==> run_1/density.png <==
The die is cut into 16 by 16 equal tiles; white is low, dark blue is high, 0 to 100% covered.
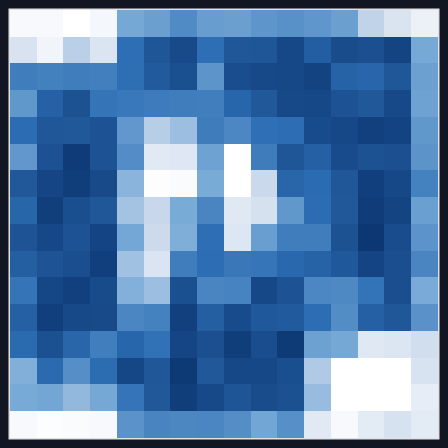
==> run_1/metal_stack.png <==
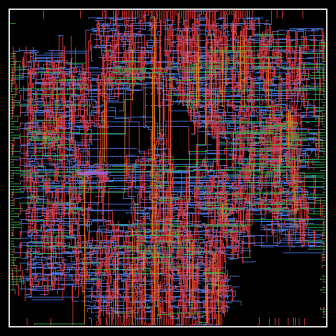
==> run_1/gate_families.png <==
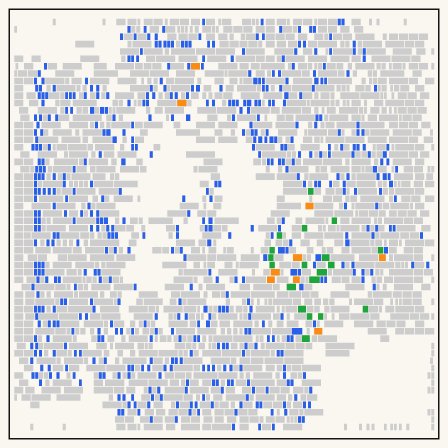
Design tern_host_driver_flat, sky130hd; sources not shown.
==> out/qor.json <==
{
  "r2r_cells": {"value": 11},
  "synth-main-ff-cell": {"value": "sky130_fd_sc_hd__dfxtp_1"},
  "final_critical_path_setup_slack": {"value": 1.269, "unit": "ns"},
  "postCtsResizedCells": {"value": 0},
  "mappedNetlistArea": {"value": 12670, "unit": "um^2"},
  "floorplan_die_height": {"value": 158.1, "unit": "um"},
  "period_minus_slack": {"value": 4.631, "unit": "ns"},
  "place.detailed.hpwl": {"value": 27200, "unit": "um"},
  "syn_area_per_cell": {"value": 7.848, "unit": "um^2"},
  "place_inst": {"value": 2116},
  "dr_total_vias": {"value": 12630},
  "vdd_drop_max": {"value": 0.2014, "unit": "mV"},
  "critical_path_class": {"value": "input pin to flop"},
  "layout_top_cells_excl_fill_tap": {"value": "sky130_fd_sc_hd__nand2_1 (482), sky130_fd_sc_hd__dfxtp_1 (286), sky130_fd_sc_hd__clkdlybuf4s50_1 (283)"},
  "finalClockSkew": {"value": 0.01239, "unit": "ns"},
  "grt_pass1_wl": {"value": 59940, "unit": "um"},
  "r2r_slack": {"value": 1.27, "unit": "ns"},
  "cp_data_required_time": {"value": 6.27, "unit": "ns"},
  "cp-end-kind": {"value": "flop"},
  "master_cell_of_the_clock_root_buffer": {"value": "sky130_fd_sc_hd__clkbuf_16"},
  "detail_route.iter0.violations": {"value": 1290},
  "flop_area": {"value": 5747, "unit": "um^2"},
  "cts_num_sinks": {"value": 287},
  "ios": {"value": 353},
  "grt_max_degree": {"value": 175},
  "antenna_found_initial": {"value": 5},
  "power.static_leakage": {"value": 0.005934, "unit": "uW"},
  "drcViolationCount": {"value": 0},
  "yosys-stat-area": {"value": 12670, "unit": "um^2"},
  "max_cap_viol_count": {"value": 0},
  "min_path_type": {"value": "flop to flop"},
  "cts-hold-fix-buffers": {"value": 0},
  "worstSetupStartpointType": {"value": "input pin"},
  "yosys_warnings": {"value": 0},
  "ys_seq_elements": {"value": 287},
  "setup_tns": {"value": 0, "unit": "ns"},
  "fraction_of_layout_instances_using_a_drive_strength_above_1": {"value": 6.220, "unit": "%"},
  "detail_route.vias_per_cell": {"value": 5.816},
  "whs_path_depth": {"value": 2},
  "final_antenna_net_count": {"value": 0},
  "power.density_cell_area": {"value": 275.0, "unit": "nW/um^2"},
  "nFillCells": {"value": 1727},
  "synth_async_reset_ratio": {"value": 0, "unit": "%"},
  "via_count_of_the_first_global_routing_pass": {"value": 11730},
  "cts.reportedPaths.clkPinSlew": {"value": 0.06, "unit": "ns"},
  "sequential_area_share_after_synthesis": {"value": 45.33, "unit": "%"},
  "firstDrtPassIters": {"value": 6},
  "chipArea": {"value": 25000, "unit": "um^2"},
  "outcome": {"value": "complete, no violations"},
  "floorplan.die.width": {"value": 158.1, "unit": "um"},
  "gp_routability_congestion": {"value": 0.9021},
  "timing_hold_violations_final": {"value": 0},
  "synth.distinct_cells": {"value": 59},
  "clk_path_buf_depth": {"value": 3},
  "design_area": {"value": 16370, "unit": "um^2"},
  "synthToLayoutAreaGrowth": {"value": 29.14, "unit": "%"},
  "post-place-ws": {"value": 0.8782, "unit": "ns"},
  "synth-edff-count": {"value": 0},
  "timing.critical_path.fanout_max": {"value": 44},
  "gr-usage-all-layers": {"value": 30.82, "unit": "%"},
  "max_ffs_per_register": {"value": 168},
  "total_tool_warning_count": {"value": 45},
  "nNetsFinal": {"value": 2112},
  "postPlaceCellArea": {"value": 15360, "unit": "um^2"},
  "grt_remaining_overflow": {"value": 0},
  "clk-insertion-delay-late": {"value": 0.55, "unit": "ns"}
}
Notes on density.png above:
The fullest tile reaches 97%. The emptiest ninth of the die: lower right. 4.3% of the tiles are nearly empty. 47% of the tiles are over 75% full. The mean over all tiles is 64%.
final core utilization: 69.11%
floorplan utilization: 53.52%
standard cell core area: 23680 um^2

Notes on metal_stack.png above:
Key: blue = met1 [wire length 15300 um]; green = met3 [wire length 3720 um]; red = met2 [wire length 19500 um]; purple = met5 [wire length 13.8 um]; orange = met4 [wire length 1980 um]
final routed wirelength across all metal layers: 40510 um
Routed wire per std cell: 18.65 um

Notes on gate_families.png above:
Key: green = AND and OR gates [cells 19, most used or3_1]; orange = AND-OR and OR-AND gates [cells 9]; blue = NAND gates [cells 513, most used nand2_1, where all over the die]
count of placed standard cells in the final layout, fillers left out: 2172
most common cell after layout, fill and taps aside: sky130_fd_sc_hd__nand2_1
logic share of the area: 37.59%

-- run 1: cell usage after synthesis (7+ instances only) --
| master | number | share of area (%) |
|---|---|---|
| sky130_fd_sc_hd__mux2_2 | 32 | 2.8 |
| sky130_fd_sc_hd__nand2_1 | 483 | 14 |
| sky130_fd_sc_hd__nand3_1 | 27 | 1.1 |
| sky130_fd_sc_hd__ha_1 | 7 | 0.69 |
| sky130_fd_sc_hd__clkbuf_1 | 98 | 2.9 |
| sky130_fd_sc_hd__buf_4 | 63 | 3.7 |
| sky130_fd_sc_hd__dfxtp_1 | 287 | 45 |
| sky130_fd_sc_hd__a221oi_1 | 16 | 1.1 |
| sky130_fd_sc_hd__a211oi_1 | 20 | 1.2 |
| sky130_fd_sc_hd__o21ai_0 | 41 | 1.6 |
| sky130_fd_sc_hd__buf_2 | 8 | 0.32 |
| sky130_fd_sc_hd__mux2i_1 | 57 | 4.5 |
| sky130_fd_sc_hd__o2111ai_1 | 9 | 0.62 |
| sky130_fd_sc_hd__a31oi_1 | 7 | 0.35 |
| sky130_fd_sc_hd__o22ai_1 | 41 | 2.0 |
| sky130_fd_sc_hd__buf_1 | 9 | 0.27 |
| sky130_fd_sc_hd__nor2_1 | 90 | 2.7 |
| sky130_fd_sc_hd__a41oi_1 | 7 | 0.48 |
| sky130_fd_sc_hd__a21oi_1 | 232 | 9.2 |
-- run 1: where the power goes --
group	internal [uW]	leakage (uW)	switching, uW	total [uW]
Combinational	254	0.00311	265	519
Clock	1140	0.000484	780	1920
Sequential	2020	0.00234	42.4	2060
-- run 1: routing by layer --
| layer | share of wire [%] | routed length, um | GRT usage [%] | up-vias |
|---|---|---|---|---|
| met5 | 0.032 | 13 | 0 | - |
| met4 | 4.9 | 1984 | 16.25 | 2 |
| met3 | 9.2 | 3721 | 5.311 | 137 |
| met2 | 48 | 19460 | 52.82 | 807 |
| met1 | 38 | 15330 | 36.78 | 5878 |
| li1 | - | - | - | 5808 |
-- run 1: cell families after synthesis --
group | after synthesis | synth area share [%]
DFF | 287 | 45.33
xor gates and xnor gates | 2 | 0.1382
adders and majority gates | 7 | 0.6910
buffers and inverters | 193 | 8.144
other | 1 | 0.02959
muxes | 89 | 7.345
AOI/OAI and AO/OA | 402 | 18.46
and+or+nand+nor | 634 | 19.86
-- run 1: worst max-delay path, stage by stage --
cell	delay [ns]
sky130_fd_sc_hd__clkdlybuf4s50_1	0.52
sky130_fd_sc_hd__nor3b_1	0.12
sky130_fd_sc_hd__a222oi_1	1.04
sky130_fd_sc_hd__o32a_1	0.35
sky130_fd_sc_hd__and4_4	0.70
sky130_fd_sc_hd__buf_4	0.39
sky130_fd_sc_hd__mux2i_1	0.27
sky130_fd_sc_hd__a21oi_1	0.09
sky130_fd_sc_hd__o21ai_0	0.14
sky130_fd_sc_hd__a41oi_1	0.16
-- run 1: cell type report --
type / instances / share of cell area [%]
clock buffers: 40 / 4.992
repair buffers: 307 / 18.48
clock inverters: 12 / 1.101
flip-flops and latches: 287 / 35.11
well taps: 319 / 2.438
diodes: 4 / 0.06115
multi-input cells: 1195 / 37.59
inverters: 8 / 0.2293
Power and IR drop assume default switching activity.
